`src/rtl/ex_muldiv_unit.sv`:
```
`default_nettype none
// ============================================================================
// Module   : ex_muldiv_unit
// Purpose  : EX-stage iterative multiply/divide with architectural HI/LO
//            (radix-2 shift-add multiply, restoring divide, fixed latency).
// Revision : 1.0
// ============================================================================
module ex_muldiv_unit #(
  parameter int WIDTH = 32
) (
  input  logic             Clk,
  input  logic             Reset,
  input  logic             Start,
  input  logic             Flush,
  input  logic [2:0]       MulDivOp,
  input  logic [WIDTH-1:0] OperandA,
  input  logic [WIDTH-1:0] OperandB,
  output logic [WIDTH-1:0] HI,
  output logic [WIDTH-1:0] LO,
  output logic             Busy,
  output logic             Done
);

  localparam int CW = (WIDTH > 1) ? $clog2(WIDTH) : 1;

  typedef enum logic [1:0] {
    IDLE = 2'd0,
    MUL  = 2'd1,
    DIV  = 2'd2,
    FIX  = 2'd3
  } state_t;

  state_t state, state_nxt;

  logic [CW-1:0]      counter;
  logic [2*WIDTH-1:0] acc;       // MUL: {partial product, multiplier}; DIV: low half is quotient
  logic [WIDTH-1:0]   opb;       // multiplicand / divisor magnitude
  logic [WIDTH:0]     rem;
  logic [WIDTH-1:0]   a_raw;
  logic               neg_q, neg_r, div_zero, is_div;

  logic               accept, last, signed_op, div_bit;
  logic [WIDTH-1:0]   a_mag, b_mag;
  logic [WIDTH:0]     mul_sum, rem_shift, rem_diff, rem_nxt;

  assign accept    = Start && !Flush && (state == IDLE);
  assign last      = (counter == CW'(WIDTH-1));
  assign Busy      = (state != IDLE);
  assign signed_op = !MulDivOp[0];
  assign a_mag     = (signed_op && OperandA[WIDTH-1]) ? -OperandA : OperandA;
  assign b_mag     = (signed_op && OperandB[WIDTH-1]) ? -OperandB : OperandB;

  assign mul_sum   = {1'b0, acc[2*WIDTH-1:WIDTH]} + (acc[0] ? {1'b0, opb} : '0);
  assign rem_shift = {rem[WIDTH-1:0], acc[WIDTH-1]};
  assign rem_diff  = rem_shift - {1'b0, opb};
  assign div_bit   = (rem_shift >= {1'b0, opb});
  assign rem_nxt   = div_bit ? rem_diff : rem_shift;

  always_ff @(posedge Clk) begin
    if (Reset) state <= IDLE;
    else       state <= state_nxt;
  end

  always_comb begin
    state_nxt = state;
    case (state)
      IDLE: begin
        if (accept && MulDivOp[2:1] == 2'b00)      state_nxt = MUL;
        else if (accept && MulDivOp[2:1] == 2'b01) state_nxt = DIV;
      end
      MUL, DIV: if (last) state_nxt = FIX;
      FIX:      state_nxt = IDLE;
      default:  state_nxt = IDLE;
    endcase
  end

  always_ff @(posedge Clk) begin
    if (Reset) begin
      HI       <= '0;
      LO       <= '0;
      Done     <= 1'b0;
      counter  <= '0;
      acc      <= '0;
      opb      <= '0;
      rem      <= '0;
      a_raw    <= '0;
      neg_q    <= 1'b0;
      neg_r    <= 1'b0;
      div_zero <= 1'b0;
      is_div   <= 1'b0;
    end else begin
      Done <= 1'b0;
      case (state)
        IDLE: begin
          if (accept) begin
            if (!MulDivOp[2]) begin
              acc      <= {{WIDTH{1'b0}}, a_mag};
              opb      <= b_mag;
              rem      <= '0;
              counter  <= '0;
              a_raw    <= OperandA;
              neg_q    <= signed_op && (OperandA[WIDTH-1] ^ OperandB[WIDTH-1]);
              neg_r    <= signed_op && OperandA[WIDTH-1];
              div_zero <= (OperandB == '0);
              is_div   <= MulDivOp[1];
            end else if (MulDivOp[1:0] == 2'b00) begin
              HI <= OperandA;
            end else if (MulDivOp[1:0] == 2'b01) begin
              LO <= OperandA;
            end
          end
        end
        MUL: begin
          acc     <= {mul_sum, acc[WIDTH-1:1]};
          counter <= counter + CW'(1);
        end
        DIV: begin
          rem     <= rem_nxt;
          acc     <= {acc[2*WIDTH-1:WIDTH], acc[WIDTH-2:0], div_bit};
          counter <= counter + CW'(1);
        end
        FIX: begin
          Done <= 1'b1;
          if (is_div) begin
            // Divide by zero reports the raw dividend, not its magnitude.
            if (div_zero) begin
              HI <= a_raw;
              LO <= '1;
            end else begin
              LO <= neg_q ? -acc[WIDTH-1:0] : acc[WIDTH-1:0];
              HI <= neg_r ? -rem[WIDTH-1:0] : rem[WIDTH-1:0];
            end
          end else begin
            {HI, LO} <= neg_q ? -acc : acc;
          end
        end
        default: ;
      endcase
    end
  end

endmodule
`default_nettype wire

```
`config.mk`:
```
export PLATFORM = sky130hd
export DESIGN_NAME = ex_muldiv_unit
export DESIGN_NICKNAME = d
export VERILOG_FILES = /design/src/rtl/ex_muldiv_unit.sv
export SDC_FILE = /design/constraint.sdc
export NUM_CORES = 1
export LEC_CHECK = 0
export ABC_CLOCK_PERIOD_IN_PS = 4500
export CAP_MARGIN = 20
export CELL_PAD_IN_SITES_DETAIL_PLACEMENT = 1
export CELL_PAD_IN_SITES_GLOBAL_PLACEMENT = 1
export CORE_MARGIN = 4
export CORE_UTILIZATION = 45
export CTS_BUF_LIST = sky130_fd_sc_hd__clkbuf_4 sky130_fd_sc_hd__clkbuf_8
export CTS_CLUSTER_DIAMETER = 40
export DETAILED_ROUTE_END_ITERATION = 16
export PLACE_DENSITY_LB_ADDON = 0.2
export REMOVE_ABC_BUFFERS = 1
export SLEW_MARGIN = 30
export SYNTH_ARGS = -nofsm -noshare
export SYNTH_HDL_FRONTEND = slang
export SYNTH_SLANG_ARGS = --single-unit
```
`constraint.sdc`:
```
create_clock -name Clk -period 4.5 [get_ports Clk]
set_input_delay 0.9 -clock Clk [delete_from_list [all_inputs] [get_ports Clk]]
set_output_delay 0.9 -clock Clk [all_outputs]
set_load 0.02 [all_outputs]
```
==> images/logic_types.png <==
Drawn at 2 px/um.
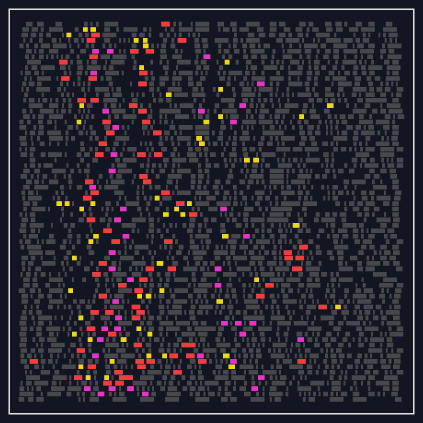
legend:
  AND-OR and OR-AND gates:
    colour: yellow
    cells: 56
  adder and majority cells:
    colour: red
    cells: 77
  multiplexers:
    colour: magenta
    cells: 43
Final Non-Filler Cells: 2864
most frequent logic cell in the layout: nand2_1
Comb/total area: 0.5669

==> images/clocks.png <==
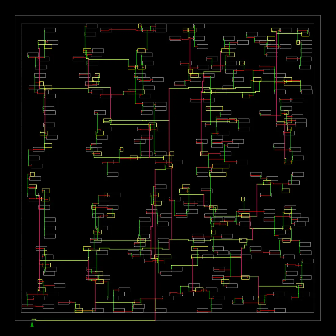
clk_buf instances: 71
clk_skew: 0.03073 ns
clock sink total: 236
Inserted Clock Buffers: 53
Clock net power: 2.90 mW

==> images/io_fan.png <==
Drawn at 2 px/um.
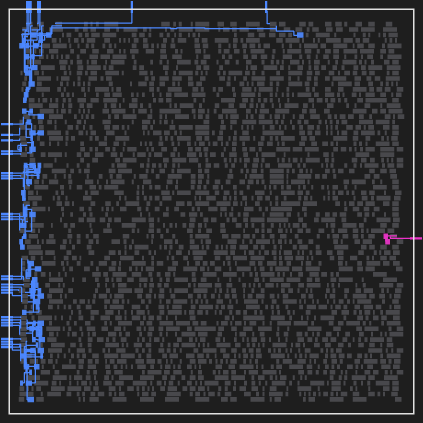
legend:
  OperandB:
    colour: blue
    bits: 32
    direction: input
    edge: 25 west, 7 north
    end_cells: 75
    wire: 1140 um
  Flush:
    colour: magenta
    bits: 1
    direction: input
    edge: east
    end_cells: 2
    wire: 19.9 um

==> images/wires.png <==
Drawn at 2 px/um.
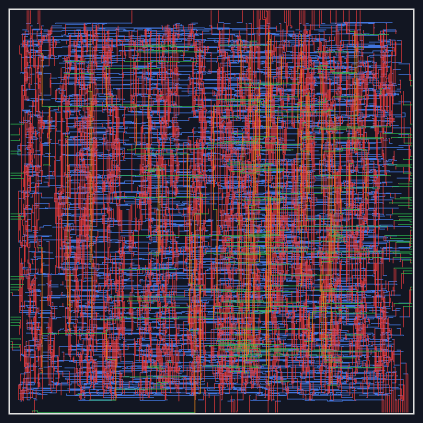
legend:
  metal 2:
    colour: red
    wire_length: 30.8 mm
  metal 1:
    colour: blue
    wire_length: 27.8 mm
  metal 4:
    colour: orange
    wire_length: 2950 um
  metal 3:
    colour: green
    wire_length: 3570 um
final WL: 65070 um
GRT Total Usage: 0.3092
Via Count: 17670

==> power breakdown <==
group          leakage [nW]  switching, mW  internal, mW
clock                 0.628           1.12          1.78
sequential             1.92          0.358          2.33
combinational          4.92           2.72          1.66
total                  7.46           4.20          5.77
==> synth_stat cells (all sizes together) (16+ instances only) <==
master / count
nor3: 46
xor2: 62
nor4: 18
a21oi: 194
ha: 75
xnor2: 122
o221ai: 35
a21o: 20
o211ai: 28
mux2i: 42
nand2b: 22
inv: 72
nor2b: 19
a22oi: 26
nor2: 240
a31oi: 20
nand3: 30
a211oi: 44
o31ai: 36
or4: 23
nand2: 267
clkbuf: 145
or3: 16
nand4: 17
o41ai: 21
a221oi: 26
o21ai: 213
dfxtp: 236
==> cell type report <==
cell class,instances,area [um^2],area share
repair buffers,189,1785,0.08960
well taps,468,585.6,0.02939
multi-input cells,1805,11300,0.5669
flip-flops and latches,236,4726,0.2372
clock buffers,71,952.2,0.04778
diodes,1,2.502,0.0001256
inverters,72,270.3,0.01356
clock inverters,22,309.0,0.01551
==> critical path, stage by stage (launching register included) <==
cell	delay [ns]
dfxtp_1	0.39
or4_4	0.60
or4b_1	0.53
or4_1	0.56
or4_1	0.63
or4_4	0.59
o21ai_0	0.25
xor2_1	0.10
a2111oi_0	0.37
==> flip-flops by register name, summed over array words and instances (netlist names) <==
| signal | count |
|---|---|
| acc | 64 |
| HI | 32 |
| LO | 32 |
| a_raw | 32 |
| opb | 32 |
| rem | 32 |
| counter | 5 |
| state | 2 |
| Done | 1 |
| div_zero | 1 |
| is_div | 1 |
| neg_q | 1 |
| neg_r | 1 |
==> cells by family after synthesis <==
family                     share of synthesized area
and+or+nand+nor                               0.2032
buffers and inverters                        0.05249
muxes                                        0.02561
adders and majority gates                    0.05806
xor gates and xnor gates                     0.09563
DFF                                           0.2803
AOI/OAI and AO/OA                             0.2847
==> stage by stage <==
step / instance area (um^2) / instances / worst slack [ns] / hold slack [ns]
after floorplan: 16240 / 2113 / -4.414 / 0.4252
after detailed placement: 18660 / 2770 / 0.4014 / 0.4464
final: 19930 / 2864 / 0.3576 / 0.4515
after CTS: 19920 / 2863 / 0.3888 / 0.4537
after global routing: 19920 / 2863 / 0.2254 / 0.4667
after global placement: 18660 / 2770 / 0.4907 / 0.4368
==> worst paths after layout <==
| check | from | to | slack [ns] | cells after the start |
|---|---|---|---|---|
| hold / removal | LO[30] | LO[30] | 0.45 | 2 |
| hold reg to reg | LO[30] | LO[30] | 0.45 | 2 |
| setup reg to reg | acc[11] | HI[30] | 0.36 | 8 |
| setup / recovery | acc[11] | HI[30] | 0.36 | 8 |
==> per-layer routing <==
| metal | share of wire | track usage | routed length [um] |
|---|---|---|---|
| met2 | 0.47 | 0.5267 | 30800 |
| met4 | 0.045 | 0.1335 | 2945 |
| met1 | 0.43 | 0.3892 | 27750 |
| met3 | 0.055 | 0.04706 | 3571 |
| met5 | 0 | 0 | 0 |
==> flow_summary.json <==
{
  "postCtsSetupRepairBufs": 0,
  "synthCells": 2271,
  "cts-resized-gates": 0,
  "clock-root-buffer": "clkbuf_8",
  "tns_ns": 0,
  "yosys.stat.seqShare": 0.2803,
  "worstSkewPairLatency_ns": 0.64,
  "pin_count": 137,
  "powerDensity_mw_per_mm2": 500.4,
  "critPathMaxFanout": 8,
  "fmax_mhz": 241.4,
  "maxCapViolations": 0,
  "synth.avg_cell_area_um2": 7.421,
  "drt-pass1-iter-count": 5,
  "grt_setup_unrepaired": "false",
  "core_mm2": 0.03679,
  "die_h_um": 201.5,
  "wire_per_inst_um": 22.72,
  "remaining_drc_errors": 0,
  "flop_cell": "dfxtp_1",
  "finalPower_mw": 9.972,
  "cts_buffer_depth": 3,
  "critical_path.startpoint_type": "flip-flop",
  "fillerInstances": 4586,
  "power_leakage_nw": 7.462,
  "numSynthFlops": 236,
  "grt_max_degree": 103,
  "critPathArrivalTime_ns": 4.66,
  "vdd_ir_drop_max_mv": 0.2387,
  "synth_cell_types": 71,
  "place_congestion": 0.8982,
  "grt_pass1_wl_um": 102100,
  "final_core_util": 0.5417,
  "period_used_share": 0.9205,
  "grt_pass1_vias": 18130,
  "port_buffers": 136,
  "fp_util": 0.4581,
  "die_x_um": 201.5,
  "finalHoldViolCount": 0,
  "cts_tree": "built",
  "grt_antenna_before_repair": 0,
  "area.growth.synth_to_final_pct": 18.24,
  "yosys_warnings": 0,
  "mappedNetlistArea_mm2": 0.01685,
  "yosysTopAreaCellShare": 0.2803,
  "final_layout_top_logic_cells": "nand2_1, nor2_1, dfxtp_1",
  "clk_pin_slew_worst_paths_ns": 0.07,
  "status": "finished, final reports clean",
  "cp_data_required_time_ns": 5.02,
  "dr.first_iter.drc_count": 974,
  "fin_nets": 2505,
  "warnings": 32,
  "worst_pin_slew_ns": 0.9746,
  "place_hpwl_um": 49280,
  "ys_cells": 2271,
  "slew_viol_final": 0,
  "ys_async_sr_fraction": 0,
  "viasPerCell": 6.168,
  "drive_gt1_frac": 0.07349,
  "edf_count": 0,
  "fp-row-count": 70,
  "end_kind": "flip-flop",
  "overflow": 0,
  "path_class": "reg2reg",
  "chipArea_mm2": 0.04061,
  "hold_class": "reg2reg",
  "cts_max_level": 2,
  "ctsHoldBuffers": 0,
  "ys_area_mm2": 0.01685,
  "setup-violations-final": 0,
  "ant_nets": 0,
  "period_needed_ns": 4.142,
  "synthTopCellsByArea": "dfxtp_1, xnor2_1, o21ai_0",
  "synth_area_leader_cell": "dfxtp_1",
  "max_slew_margin": 0.3474
}
Power is estimated from default activity; no workload was simulated.
